[config.mk]
export PLATFORM = sky130hd
export DESIGN_NAME = seq_divider
export DESIGN_NICKNAME = d
export VERILOG_FILES = /design/src/rtl/seq_divider.sv
export SDC_FILE = /design/constraint.sdc
export NUM_CORES = 1
export LEC_CHECK = 0
export CORE_ASPECT_RATIO = 0.9
export CORE_MARGIN = 2
export CORE_UTILIZATION = 45
export CTS_CLUSTER_SIZE = 20
export DETAILED_ROUTE_END_ITERATION = 7
export MAX_ROUTING_LAYER = met4
export PLACE_DENSITY_LB_ADDON = 0.05
export SETUP_SLACK_MARGIN = 0.5
export SKIP_CTS_REPAIR_TIMING = 1
export SLEW_MARGIN = 20
export SYNTH_ARGS = -nofsm -noshare
export SYNTH_HDL_FRONTEND = slang
export SYNTH_SLANG_ARGS = --single-unit
[constraint.sdc]
create_clock -name clk -period 5.6 [get_ports clk]
set_input_delay 0.84 -clock clk [delete_from_list [all_inputs] [get_ports clk]]
set_output_delay 0.84 -clock clk [all_outputs]
set_load 0.01 [all_outputs]
[src/rtl/seq_divider.sv]
// seq_divider: iterative radix-2 restoring divider (DIV/DIVU/REM/REMU, RISC-V semantics).
// One quotient bit per clock. The start/busy/done handshake stalls the pipeline while busy.
// Ports:
//   clk   - clock; all state updates on the rising edge
//   rst   - synchronous, active-high reset
//   start - request; only sampled in IDLE
//   op    - 00 DIV, 01 DIVU, 10 REM, 11 REMU (funct3[1:0])
//   a, b  - dividend and divisor; captured on an accepted start
//   busy  - high in CALC and DONE
//   done  - one-cycle pulse; y is valid in that cycle
//   y     - quotient or remainder; held until the next result loads
module seq_divider #(
  parameter int unsigned XLEN = 32
) (
  input  logic            clk,
  input  logic            rst,
  input  logic            start,
  input  logic [1:0]      op,
  input  logic [XLEN-1:0] a,
  input  logic [XLEN-1:0] b,
  output logic            busy,
  output logic            done,
  output logic [XLEN-1:0] y
);

  localparam int unsigned CW = $clog2(XLEN) + 1;

  localparam logic [1:0] S_IDLE = 2'd0;
  localparam logic [1:0] S_CALC = 2'd1;
  localparam logic [1:0] S_DONE = 2'd2;

  localparam logic [XLEN-1:0] MIN_NEG = {1'b1, {(XLEN-1){1'b0}}};

  logic [1:0]      state_q, state_d;
  logic            rem_sel_q, rem_sel_d;
  logic            neg_q_q, neg_q_d;
  logic            neg_r_q, neg_r_d;
  logic [XLEN-1:0] dvd_q, dvd_d;
  logic [XLEN-1:0] dsr_q, dsr_d;
  logic [XLEN-1:0] rem_q, rem_d;
  logic [XLEN-1:0] quo_q, quo_d;
  logic [CW-1:0]   cnt_q, cnt_d;
  logic [XLEN-1:0] y_q, y_d;
  logic            busy_q, busy_d;
  logic            done_q, done_d;

  // Iteration datapath signals
  logic [XLEN:0]   rem_ext;
  logic [XLEN:0]   diff;
  logic            q_bit;
  logic [XLEN-1:0] rem_iter;
  logic [XLEN-1:0] quo_iter;
  logic            is_signed;
  logic [XLEN-1:0] abs_a;
  logic [XLEN-1:0] abs_b;

  // One restoring step. The remainder is widened by one bit so that a remainder with
  // its MSB set (possible for unsigned divisors >= 2^(XLEN-1)) is not lost on the shift.
  always_comb begin
    rem_ext  = {rem_q, dvd_q[XLEN-1]};
    diff     = rem_ext - {1'b0, dsr_q};
    q_bit    = ~diff[XLEN];
    rem_iter = q_bit ? diff[XLEN-1:0] : rem_ext[XLEN-1:0];
    quo_iter = {quo_q[XLEN-2:0], q_bit};
  end

  // Operand magnitudes for signed ops; unsigned ops pass through unchanged
  always_comb begin
    is_signed = ~op[0];
    abs_a     = (is_signed && a[XLEN-1]) ? (-a) : a;
    abs_b     = (is_signed && b[XLEN-1]) ? (-b) : b;
  end

  // Next-state and datapath control
  always_comb begin
    state_d   = state_q;
    rem_sel_d = rem_sel_q;
    neg_q_d   = neg_q_q;
    neg_r_d   = neg_r_q;
    dvd_d     = dvd_q;
    dsr_d     = dsr_q;
    rem_d     = rem_q;
    quo_d     = quo_q;
    cnt_d     = cnt_q;
    y_d       = y_q;

    case (state_q)
      S_IDLE: begin
        if (start) begin
          rem_sel_d = op[1];
          neg_q_d   = is_signed & (a[XLEN-1] ^ b[XLEN-1]);
          neg_r_d   = is_signed & a[XLEN-1];
          dvd_d     = abs_a;
          dsr_d     = abs_b;
          rem_d     = '0;
          quo_d     = '0;
          cnt_d     = CW'(XLEN);
          if (b == '0) begin
            // Divide by zero: quotient all-ones, remainder is the raw dividend
            y_d     = op[1] ? a : '1;
            state_d = S_DONE;
          end else if (is_signed && (a == MIN_NEG) && (b == '1)) begin
            // Signed overflow: quotient wraps to the dividend, remainder zero
            y_d     = op[1] ? '0 : a;
            state_d = S_DONE;
          end else begin
            state_d = S_CALC;
          end
        end
      end

      S_CALC: begin
        dvd_d = dvd_q << 1;
        rem_d = rem_iter;
        quo_d = quo_iter;
        cnt_d = cnt_q - CW'(1);
        if (cnt_q == CW'(1)) begin
          // Last iteration: fold the sign fix-up into the result register
          if (rem_sel_q) y_d = neg_r_q ? (-rem_iter) : rem_iter;
          else           y_d = neg_q_q ? (-quo_iter) : quo_iter;
          state_d = S_DONE;
        end
      end

      S_DONE: begin
        state_d = S_IDLE;
      end

      default: begin
        state_d = S_IDLE;
      end
    endcase

    busy_d = (state_d != S_IDLE);
    done_d = (state_d == S_DONE);
  end

  // State and datapath registers
  always_ff @(posedge clk) begin
    if (rst) begin
      state_q   <= S_IDLE;
      rem_sel_q <= 1'b0;
      neg_q_q   <= 1'b0;
      neg_r_q   <= 1'b0;
      dvd_q     <= '0;
      dsr_q     <= '0;
      rem_q     <= '0;
      quo_q     <= '0;
      cnt_q     <= '0;
      y_q       <= '0;
      busy_q    <= 1'b0;
      done_q    <= 1'b0;
    end else begin
      state_q   <= state_d;
      rem_sel_q <= rem_sel_d;
      neg_q_q   <= neg_q_d;
      neg_r_q   <= neg_r_d;
      dvd_q     <= dvd_d;
      dsr_q     <= dsr_d;
      rem_q     <= rem_d;
      quo_q     <= quo_d;
      cnt_q     <= cnt_d;
      y_q       <= y_d;
      busy_q    <= busy_d;
      done_q    <= done_d;
    end
  end

  assign busy = busy_q;
  assign done = done_q;
  assign y    = y_q;

endmodule
Figure 1. Power grid.
Pins as bars on the die edge.
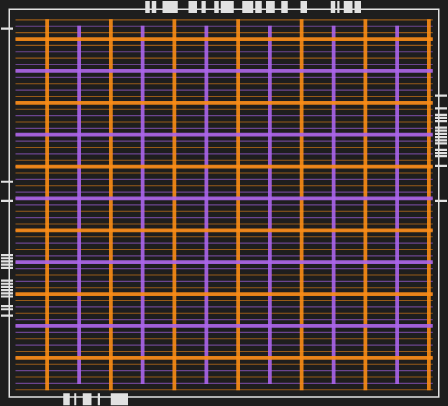
| net | color |
|---|---|
| VSS | orange |
| VDD | purple |
met4 straps: 13
met5 straps: 11
rows: 58
met1 rails: 59
Die W: 183 um
Die Height: 165 um
core area: 28,100 sq um
peak supply drop: 0.215 mV

Figure 2. Where the registers sit.
Other sequential cells in the stronger gray, the rest of the logic in the fainter gray.
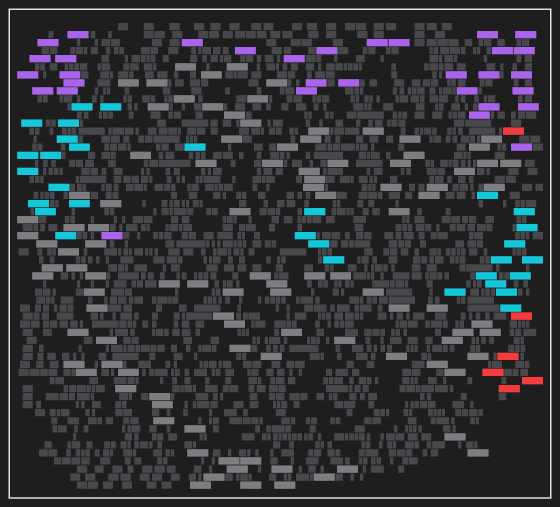
| name in the netlist | color | flops |
|---|---|---|
| dvd_q | purple | 32 |
| cnt_q | red | 6 |
| quo_q | cyan | 31 |
not colored: 103

==> metrics.cfg <==
[timing]
period_minus_slack_ns = 4.85
setup_violations = 0
worst_pin_slew_ns = 1.13
slew_headroom_pct = 25.0
fin_skew_ns = 0.0190
hold_ws_ns = 0.462

[grt]
grt_max_degree = 75
overflow = 0

[final_layout]
fillers = 2823
regArea_sq_um = 3440
nets = 1885

[run]
log.warning_count = 28

[critical_path]
critPathArrivalTime_ns = 5.16
reg2reg_depth = 22
path_max_fanout = 7
r2r_setup_slack_ns = 0.75

[hold_path]
holdPathEnd = y[19]

[placement]
post-place-ws_ns = 0.576
io_buffers = 102
place_hpwl_um = 33600

[synthesis]
fp_nets = 1855
most_common_cell = nand2_1
synthCells = 1746
syn_avg_cell_area_sq_um = 7.40
edf_count = 0
yosys_warnings = 0

[die]
pin_count = 103

[route]
first_iter_violations = 1193
firstDrtPassIters = 6
vias_per_cell = 6.16
drt_wl_total_um = 44900
drc_errors = 0

[clock_tree]
insertion_delay_ns = 0.46
cts_buffer_depth = 2
root_buffer = clkbuf_16

[pwr]
p_leak_uw = 0.00526

[status]
status = complete, no violations

-- cell usage in the layout (no fill, tap or decap), types with 28 or more instances in the layout --
cell / netlist / final
o21ai_0: 80 / 80
xnor2_1: 68 / 68
a22oi_1: 32 / 32
a211oi_1: 51 / 51
dfxtp_1: 172 / 172
nand3_1: 79 / 79
nand2_1: 200 / 200
xor2_1: 50 / 50
a21oi_1: 184 / 184
clkdlybuf4s50_1: 0 / 101
ha_1: 39 / 39
nor2_1: 163 / 162
inv_1: 67 / 67
nor3_1: 45 / 44
buf_4: 2 / 28
-- metal layers --
| metal | track usage (%) | up-vias | share of wire (%) |
|---|---|---|---|
| met1 | 44.0 | 6282 | 49 |
| met4 | 6.41 | 0 | 1.4 |
| li1 | - | 6418 | - |
| met2 | 45.0 | 483 | 43 |
| met3 | 4.70 | 48 | 6.9 |
| met5 | - | - | 0 |
-- layout make-up --
cell class,count,area share [%]
flip-flops and latches,172,23.4
clock buffers,17,2.89
inverters,67,1.71
repair buffers,129,8.30
well taps,360,3.06
multi-input cells,1389,59.6
clock inverters,14,1.07
-- where the power goes --
part / switching (uW) / internal, uW / total [uW]
clock network: 560 / 664 / 1220
registers: 36.9 / 1280 / 1310
logic: 550 / 311 / 862
total: 1150 / 2250 / 3400
-- logic make-up (layout without fill, tap and decap cells) --
kind of cell / Yosys count / count (layout) / share of synthesized area (%)
buffers and inverters: 185 / 227 / 5.77
adder cells (fa/ha/maj): 58 / 58 / 5.33
AND/OR/NAND/NOR: 646 / 646 / 23.9
flip-flops: 172 / 172 / 26.7
AND-OR/OR-AND: 525 / 525 / 26.8
XOR/XNOR: 119 / 119 / 8.22
multiplexers: 41 / 41 / 3.38
-- state kept, by name, summed over array words and instances, names as in the netlist --
name / flops
quo_q: 31
y: 32
neg_r_q: 1
cnt_q: 6
dvd_q: 32
rem_q: 32
busy: 1
state_q: 2
rem_sel_q: 1
dsr_q: 32
neg_q_q: 1
done: 1
-- how the worst max path moves through the flow --
stage | start | end | cells past startpoint
detailed placement | a[2] | y[29] | 13
global route | dvd_q[31] | y[14] | 23
floorplan | dvd_q[31] | y[30] | 22
CTS | dvd_q[31] | y[28] | 20
finish | dvd_q[31] | y[16] | 22
global placement | a[2] | y[29] | 13
-- critical path, cell delays in order (launching register included) --
cell,delay (ns)
dfxtp_1,0.33
inv_1,0.06
ha_1,0.16
inv_1,0.05
fa_1,0.43
a211oi_2,0.29
o211ai_1,0.25
a21oi_2,0.24
nor3_2,0.07
o31a_2,0.37
xor2_4,0.26
mux2_2,0.39
inv_1,0.07
ha_1,0.27
nand2_1,0.15
inv_1,0.08
nand4_1,0.10
nor4_1,0.31
mux2i_1,0.18
o31ai_1,0.33
xnor2_1,0.12
a21oi_1,0.16
nor3_1,0.05
Power and IR drop assume default switching activity.
